### src/rtl/pipe_datapath.sv
// Two-stage pipelined datapath: register file, 8-op ALU with Z/N/C flags and a
// destination-source mux, valid/ready on both sides with full operand forwarding.
module pipe_datapath #(
  parameter  int WIDTH = 8,
  parameter  int NREG  = 8,
  localparam int AW    = $clog2(NREG)
) (
  input  logic             clock,
  input  logic             resetn,
  input  logic             in_valid,
  output logic             in_ready,
  input  logic [WIDTH-1:0] data_in,
  input  logic [AW-1:0]    rx,
  input  logic [AW-1:0]    ry,
  input  logic [2:0]       alu_op,
  input  logic [1:0]       dest_src,
  input  logic             reg_write,
  output logic             out_valid,
  input  logic             out_ready,
  output logic [WIDTH-1:0] data_out,
  output logic [AW-1:0]    out_rd,
  output logic             out_wr,
  output logic [2:0]       flags
);

  logic [WIDTH-1:0] rf_q [NREG];

  logic             s1_valid_q;
  logic [WIDTH-1:0] s1_a_q, s1_b_q, s1_d_q;
  logic [AW-1:0]    s1_rx_q;
  logic [2:0]       s1_op_q;
  logic [1:0]       s1_src_q;
  logic             s1_wr_q;

  logic             s2_valid_q;
  logic [WIDTH-1:0] s2_data_q;
  logic [AW-1:0]    s2_rd_q;
  logic             s2_wr_q;
  logic [2:0]       flags_q;

  logic             s1_adv, accept, fwd_a, fwd_b;
  logic [WIDTH:0]   alu_ext;
  logic [WIDTH-1:0] alu_res, mux_val, a_d, b_d;
  logic [2:0]       flags_d;

  assign s1_adv   = s1_valid_q && (!s2_valid_q || out_ready);
  assign in_ready = !s1_valid_q || s1_adv;
  assign accept   = in_valid && in_ready;

  // bit WIDTH of alu_ext is the carry/borrow/shifted-out bit
  always_comb begin
    alu_ext = '0;
    case (s1_op_q)
      3'd0:    alu_ext = {1'b0, s1_a_q} + {1'b0, s1_b_q};
      3'd1:    alu_ext = {1'b0, s1_a_q} - {1'b0, s1_b_q};
      3'd2:    alu_ext = {1'b0, s1_a_q & s1_b_q};
      3'd3:    alu_ext = {1'b0, s1_a_q | s1_b_q};
      3'd4:    alu_ext = {1'b0, s1_a_q ^ s1_b_q};
      3'd5:    alu_ext = {1'b0, ~s1_a_q};
      3'd6:    alu_ext = {s1_a_q, 1'b0};
      default: alu_ext = {s1_a_q[0], 1'b0, s1_a_q[WIDTH-1:1]};
    endcase
    alu_res = alu_ext[WIDTH-1:0];
    flags_d = {(alu_res == '0), alu_res[WIDTH-1], alu_ext[WIDTH]};
  end

  always_comb begin
    mux_val = s1_d_q;
    case (s1_src_q)
      2'd0:    mux_val = s1_d_q;
      2'd1:    mux_val = s1_b_q;
      2'd2:    mux_val = alu_res;
      default: mux_val = s1_a_q;
    endcase
  end

  // forward the value being written back on this same edge
  assign fwd_a = s1_adv && s1_wr_q && (s1_rx_q == rx);
  assign fwd_b = s1_adv && s1_wr_q && (s1_rx_q == ry);
  assign a_d   = fwd_a ? mux_val : rf_q[rx];
  assign b_d   = fwd_b ? mux_val : rf_q[ry];

  always_ff @(posedge clock or negedge resetn) begin
    if (!resetn) begin
      for (int i = 0; i < NREG; i++) rf_q[i] <= '0;
      s1_valid_q <= 1'b0;
      s1_a_q     <= '0;
      s1_b_q     <= '0;
      s1_d_q     <= '0;
      s1_rx_q    <= '0;
      s1_op_q    <= '0;
      s1_src_q   <= '0;
      s1_wr_q    <= 1'b0;
      s2_valid_q <= 1'b0;
      s2_data_q  <= '0;
      s2_rd_q    <= '0;
      s2_wr_q    <= 1'b0;
      flags_q    <= '0;
    end else begin
      if (accept) begin
        s1_valid_q <= 1'b1;
        s1_a_q     <= a_d;
        s1_b_q     <= b_d;
        s1_d_q     <= data_in;
        s1_rx_q    <= rx;
        s1_op_q    <= alu_op;
        s1_src_q   <= dest_src;
        s1_wr_q    <= reg_write;
      end else if (s1_adv) begin
        s1_valid_q <= 1'b0;
      end

      if (s1_adv) begin
        s2_valid_q <= 1'b1;
        s2_data_q  <= mux_val;
        s2_rd_q    <= s1_rx_q;
        s2_wr_q    <= s1_wr_q;
        if (s1_wr_q) rf_q[s1_rx_q] <= mux_val;
        if (s1_src_q == 2'd2) flags_q <= flags_d;
      end else if (out_ready) begin
        s2_valid_q <= 1'b0;
      end
    end
  end

  assign out_valid = s2_valid_q;
  assign data_out  = s2_data_q;
  assign out_rd    = s2_rd_q;
  assign out_wr    = s2_wr_q;
  assign flags     = flags_q;

endmodule

### config.mk
export PLATFORM = sky130hd
export DESIGN_NAME = pipe_datapath
export DESIGN_NICKNAME = d
export VERILOG_FILES = /design/src/rtl/pipe_datapath.sv
export SDC_FILE = /design/constraint.sdc
export NUM_CORES = 1
export LEC_CHECK = 0
export CORE_ASPECT_RATIO = 1.1
export CORE_MARGIN = 8
export CORE_UTILIZATION = 55
export DETAILED_ROUTE_END_ITERATION = 8
export HOLD_SLACK_MARGIN = 0.03
export PLACE_DENSITY = 0.78
export SYNTH_ARGS = -nofsm -noshare
export SYNTH_HDL_FRONTEND = slang
export SYNTH_SLANG_ARGS = --single-unit
### constraint.sdc
create_clock -name clock -period 3.9 [get_ports clock]
set_input_delay 0.78 -clock clock [delete_from_list [all_inputs] [get_ports clock]]
set_output_delay 0.78 -clock clock [all_outputs]
set_load 0.05 [all_outputs]
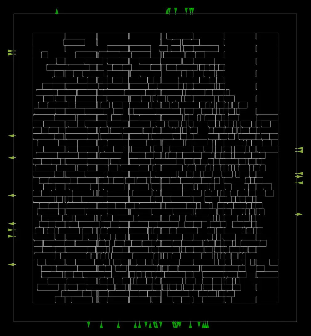
run_1/placement.png
fillcell total: 866
# Taps: 157
Final Util: 66.1%
flop share of the area: 34.7%

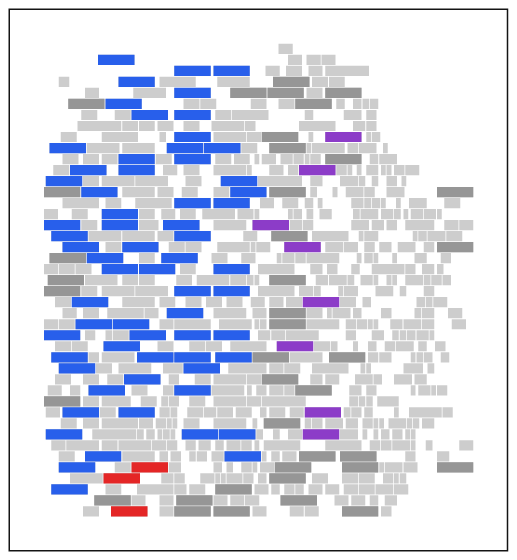
run_1/flops_by_reg.png
color	signal	flops
blue	`rf_q`	64
purple	`s1_b_q`	8
red	`s1_rx_q`	3
not colored	39
P_seq: 2050 µW
sequential cell area: 0.00285 mm²

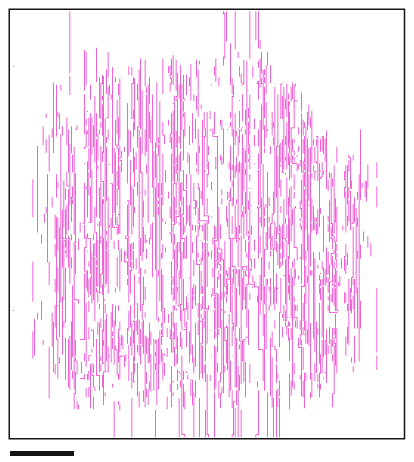
run_1/layer_met2.png
Bar = 20 µm.
longest straight run	62.2 µm
nets with wire on the layer	573
Routed Wire Length: 17500 µm
met2 usage: 38.1%
DR vias: 4928

==> run 1: power groups by stage <==
stage / registers, µW / logic (µW) / clock network [µW]
floorplan: 2110 / 2080 / 0
global placement: 1990 / 2850 / 0
detailed placement: 2050 / 2930 / 0
CTS: 2040 / 2970 / 1750
global route: 2110 / 3290 / 1790
finish: 2050 / 3020 / 1730
==> run 1: Yosys cell counts, types with 3 or more instances <==
| cell | count |
|---|---|
| nand4_1 | 3 |
| a22o_1 | 4 |
| o22ai_1 | 3 |
| nand3b_1 | 5 |
| nand3_1 | 8 |
| o32ai_1 | 3 |
| buf_2 | 5 |
| o31ai_1 | 4 |
| mux2i_1 | 18 |
| a211oi_1 | 4 |
| a21o_1 | 5 |
| a221o_1 | 12 |
| mux4_2 | 39 |
| o21ai_0 | 5 |
| nor3_1 | 11 |
| xnor2_1 | 6 |
| nand2b_1 | 12 |
| nand2_1 | 17 |
| nor2_1 | 25 |
| a211o_1 | 3 |
| o21a_1 | 3 |
| a21oi_1 | 13 |
| xor2_1 | 8 |
| o211ai_1 | 3 |
| mux2_2 | 98 |
| nor2b_1 | 6 |
| clkbuf_1 | 25 |
| ha_1 | 25 |
| inv_1 | 22 |
| dfrtp_1 | 114 |
| buf_1 | 5 |
==> run 1: state kept, by name, indices dropped and copies added, names as in the netlist <==
register and count:
flags 3, rf_q 64, out_rd 3, out_valid 1
s1_rx_q 3, s1_op_q 3, out_wr 1, s1_d_q 8
s1_a_q 8, s1_valid_q 1, s1_src_q 2, s1_b_q 8
s1_wr_q 1, data_out 8
==> run 1: routing by layer <==
layer  up-vias  wire length, µm  GRT usage (%)
met5         -                0              0
met4         0              626           12.2
li1       2192                -              -
met3        46              675           3.89
met2       153             9150           38.1
met1      2537             7010           25.4
==> run 1: timing repair <==
action                                  4_1_cts  5_1_grt
buffers inserted                              0        0
endpoints found under the setup margin        0       11
gates resized                                 0        2
hold endpoints to repair                      0        0
==> run 1: how the worst max path moves through the flow <==
| stage | from | endpoint | slack [ns] | depth (start not counted) |
|---|---|---|---|---|
| global placement | s1_b_q[4]$_DFFE_PN0P_ | s1_b_q[7]$_DFFE_PN0P_ | 0.21 | 11 |
| CTS | s1_b_q[4]$_DFFE_PN0P_ | s1_b_q[7]$_DFFE_PN0P_ | 0.12 | 10 |
| detailed placement | s1_b_q[4]$_DFFE_PN0P_ | s1_b_q[7]$_DFFE_PN0P_ | 0.16 | 10 |
| floorplan | s1_op_q[0]$_DFFE_PN0P_ | s1_a_q[7]$_DFFE_PN0P_ | 0.19 | 12 |
| global route | s1_b_q[4]$_DFFE_PN0P_ | s1_b_q[7]$_DFFE_PN0P_ | 0.03 | 10 |
| finish | s1_b_q[4]$_DFFE_PN0P_ | s1_b_q[7]$_DFFE_PN0P_ | 0.19 | 10 |
==> run 1: cell type report <==
type / count / area (µm²) / share of cell area [%]
Sequential cell: 114 / 2850 / 34.7
Timing Repair Buffer: 66 / 606 / 7.37
Multi-Input combinational cell: 380 / 3810 / 46.4
Clock buffer: 19 / 453 / 5.51
Clock inverter: 13 / 206 / 2.51
Inverter: 23 / 86.3 / 1.05
Tap cell: 157 / 196 / 2.39
==> impl_metrics.yaml, run 1 <==
# implementation run metrics
status:
  run_status: "complete, no violations"
final_timing:
  clock_skew_ns: 0.00799
  fmax_mhz: 270
  setup_tns_ns: 0
  period_minus_slack_ns: 3.71
  worstMarginPinSlew_ns: 0.888
  hold_violations: 0
  slew_headroom_pct: 40.8
  period_used_pct: 95.1
  report.final.slew_viol_count: 0
  final.setup.worst_slack_ns: 0.190
synth:
  ys_chip_area_mm2: 0.00689
  synth.distinct_cells: 62
  yosysCellCount: 554
  ys.flops: 114
  syn-num-nets: 604
  ys_sh_simple_pct: 7.83
  async_reset_ff_share_pct: 100
  adder_share_pct: 4.83
  mux_share_pct: 31.8
  syn_area_mm2: 0.00689
  yosysTopAreaCell: "dfrtp_1"
  synth-main-ff-cell: "dfrtp_1"
  syn_area_per_cell_um2: 12.4
cells_and_area:
  final_common_cell: "dfrtp_1"
  fin_cells: 772
  diodes: 0
  final_nets: 652
  syn2layout_area_growth_pct: 19.3
  mostFrequentLayoutCells: "dfrtp_1 (114), mux2_2 (98), mux4_2 (39), clkdlybuf4s50_1 (39), buf_4 (26)"
global_route:
  grt_max_degree: 71
  grt_pass1_vias: 5126
  grtUsageTotal_pct: 22.2
  gr-total-overflow: 0
die:
  die_w_um: 123
  chip_area_mm2: 0.0164
  core_mm2: 0.0124
  core_util_floorplan_pct: 55.4
power:
  switching_share_pct: 37.6
  total_power_uw: 6800
  p_per_area_mw_per_mm2: 828
  combPwrFrac_pct: 44.4
  power_frac_seq_pct: 30.2
  p_sw_uw: 2560
setup_path:
  r2r_slack_ns: 0.19
  critPathCaptureType: "register"
  required_ns: 4.20
  r2r_cells: 10
  r2r_end: "s1_b_q[7]$_DFFE_PN0P_"
  slowest_stage: "mux4_2"
  worstSetupPathType: "reg -> reg"
  cp_slowest_stage_delay_ns: 0.58
  critPathTopFamily: "simple AND/OR/NAND/NOR gates"
  start_kind: "register"
clock_network:
  cts_buffers: 17
  clkLatencyLatePin_ns: 0.42
  htreeDepth: 4
  cts_hold_buf: 0
detailed_routing:
  post_drt_wl_per_cell_um: 22.6
  drc: 0
placement:
  pre_cts_ws_ns: 0.158
  routabilityCongestion: 0.879
  io_buffers: 40
  place_inst: 739
flow_run:
  drv_cap: 0
run_1/wires.png
Only two layers are drawn.
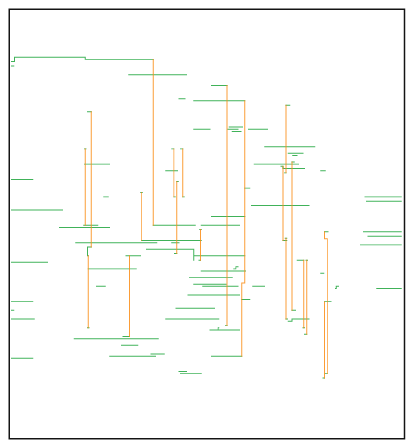

==> run 1 -> run 2 <==
Settings changed: CORE_UTILIZATION 55 to 40, CTS_BUF_LIST set to sky130_fd_sc_hd__clkbuf_16, PLACE_DENSITY 0.78 to unset.
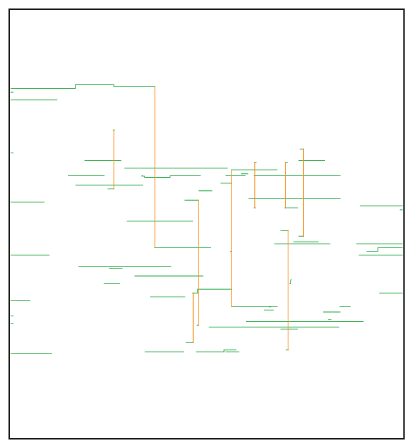
run_2/wires.png
Only two layers are drawn.
color	layer	wire length
green	metal 3	753 µm
orange	metal 4	297 µm
Wirelength per Cell: 21.6 µm
Routed Wire Length: 18400 µm
DR vias: 4817

==> run 2 against run 1 <==
Die area rose by 32%. Synthesized cell count stayed put. Global-route usage shrank 4.9 points. Design area rose by 0.79%. Register-to-register slack got worse by 0.06 ns. Clock power fell by 6%. Flip-flop count is the same. Largest power group unchanged.
==> impl_metrics.yaml, run 2 <==
# implementation run metrics
final_timing:
  period_used_pct: 96.6
  setup_tns_ns: 0
  hold_violations: 0
  clock_skew_ns: 0.00721
  report.final.slew_viol_count: 0
  slew_headroom_pct: 38.2
  worstMarginPinSlew_ns: 0.928
  period_minus_slack_ns: 3.77
synth:
  synthTopCellsByCount: "dfrtp_1 (114), mux2_2 (98), mux4_2 (39)"
  yosysTopAreaCell: "dfrtp_1"
  syn_area_mm2: 0.00689
  synth.distinct_cells: 62
  yosysCellCount: 554
  ys_chip_area_mm2: 0.00689
  synth-main-ff-cell: "dfrtp_1"
  top_cell: "dfrtp_1"
  async_reset_ff_share_pct: 100
  ys.flops: 114
  syn_area_per_cell_um2: 12.4
setup_path:
  cp_slowest_stage_delay_ns: 0.61
  slowest_stage: "or4b_1"
  worstSetupPathType: "reg -> reg"
  start_kind: "register"
  required_ns: 4.19
  critPathTopFamily: "simple AND/OR/NAND/NOR gates"
placement:
  place_inst: 818
  io_buffers: 40
  routabilityCongestion: 0.824
clock_network:
  cts_tree: "done"
  postCtsSetupBuffers: 0
  htreeDepth: 4
  clkLatencyLatePin_ns: 0.41
  cts_buffers: 17
flow_run:
  drv_cap: 0
status:
  run_status: "complete, no violations"
global_route:
  gr-total-overflow: 0
  grtUsageTotal_pct: 17.3
  grt_max_degree: 66
  grt_pass1_vias: 5175
cells_and_area:
  top_register: "rf_q"
  combGateArea_mm2: 0.00381
  mostFrequentLayoutCells: "dfrtp_1 (114), mux2_2 (98), mux4_2 (39), clkdlybuf4s50_1 (39), buf_4 (28)"
  final_common_cell: "dfrtp_1"
  fin_cells: 851
  diodes: 0
  syn2layout_area_growth_pct: 20.2
  final_nets: 654
  post-route-util_pct: 48.8
  flop_area_mm2: 0.00285
power:
  total_power_uw: 6710
  p_per_area_mw_per_mm2: 810
die:
  core_util_floorplan_pct: 40.6
  die_w_um: 141
  chip_area_mm2: 0.0217
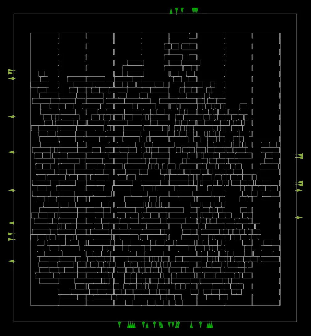
run_2/placement.png
flop share of the area: 34.5%
# Taps: 234
fillcell total: 1518
Core Region: 0.0170 mm²
Flops: 114

-- run 2: cell counts after synthesis --
Identical to the previous run, type by type.
-- run 2: what timing repair did --
| action | in CTS | in global routing |
|---|---|---|
| setup endpoints to repair | 0 | 2 |
| resized | 0 | 1 |
| hold endpoints to repair | 0 | 0 |
-- run 2: area by class of cell --
cell class	count	share of cell area (%)
clock inverters	15	2.31
well taps	234	3.54
multi-input cells	380	46.0
flip-flops and latches	114	34.5
repair buffers	68	7.49
inverters	23	1.04
clock buffers	17	5.14
-- run 2: worst reg2reg max path, cell delays in order (launching register included) --
cell     delay, ns
dfrtp_1       0.43
or3_1         0.40
or3_1         0.35
o31ai_1       0.27
xnor2_1       0.17
ha_1          0.31
nand4_1       0.11
o31ai_1       0.07
or4b_1        0.61
mux4_2        0.59
a221o_1       0.34
-- run 2: power breakdown --
| group | internal (µW) | switching (µW) | leakage, µW |
|---|---|---|---|
| Combinational | 1460 | 1590 | 0.00186 |
| Clock | 1060 | 568 | 0.000301 |
| Sequential | 1620 | 412 | 0.00145 |
-- run 2: per-stage QoR --
stage	cell area [µm²]	hold slack (ns)
global placement	7630	0.465
CTS	8250	0.486
global route	8280	0.506
detailed placement	7630	0.473
floorplan	6890	0.471
finish	8280	0.477
-- run 2: path summary, 6_finish.rpt --
kind / from / endpoint / slack [ns] / cells past startpoint
setup / recovery: s1_b_q[3]$_DFFE_PN0P_ / s1_b_q[7]$_DFFE_PN0P_ / 0.13 / 10
hold / removal: resetn / rf_q[20]$_DFFE_PN0P_ / 0.48 / 1
setup reg to reg: s1_b_q[3]$_DFFE_PN0P_ / s1_b_q[7]$_DFFE_PN0P_ / 0.13 / 10
hold reg to reg: out_wr$_DFFE_PN0P_ / out_wr$_DFFE_PN0P_ / 0.48 / 2
max in group asynchronous: resetn / s1_d_q[6]$_DFFE_PN0P_ / 2.64 / 2
min in group clock: out_wr$_DFFE_PN0P_ / out_wr$_DFFE_PN0P_ / 0.48 / 2
-- run 2: cell families (layout without fill, tap and decap cells) --
group / Yosys count / after routing / synth area share [%]
simple gates: 103 / 103 / 7.83
fa+ha+maj: 26 / 26 / 4.83
xor+xnor: 14 / 14 / 1.78
flops: 114 / 114 / 41.4
compound gates: 79 / 79 / 8.68
mux: 157 / 158 / 31.8
buf+inv: 61 / 123 / 3.69
-- run 2: metal layers --
layer	wire [µm]	global-route usage, %	share of wire, %	vias to the layer above
met4	297	5.79	1.6	0
met3	753	3.62	4.1	21
li1	-	-	-	2195
met1	7350	19.3	40	2496
met2	9960	31.8	54	105
met5	0	0	0	-
Power and IR drop assume default switching activity.
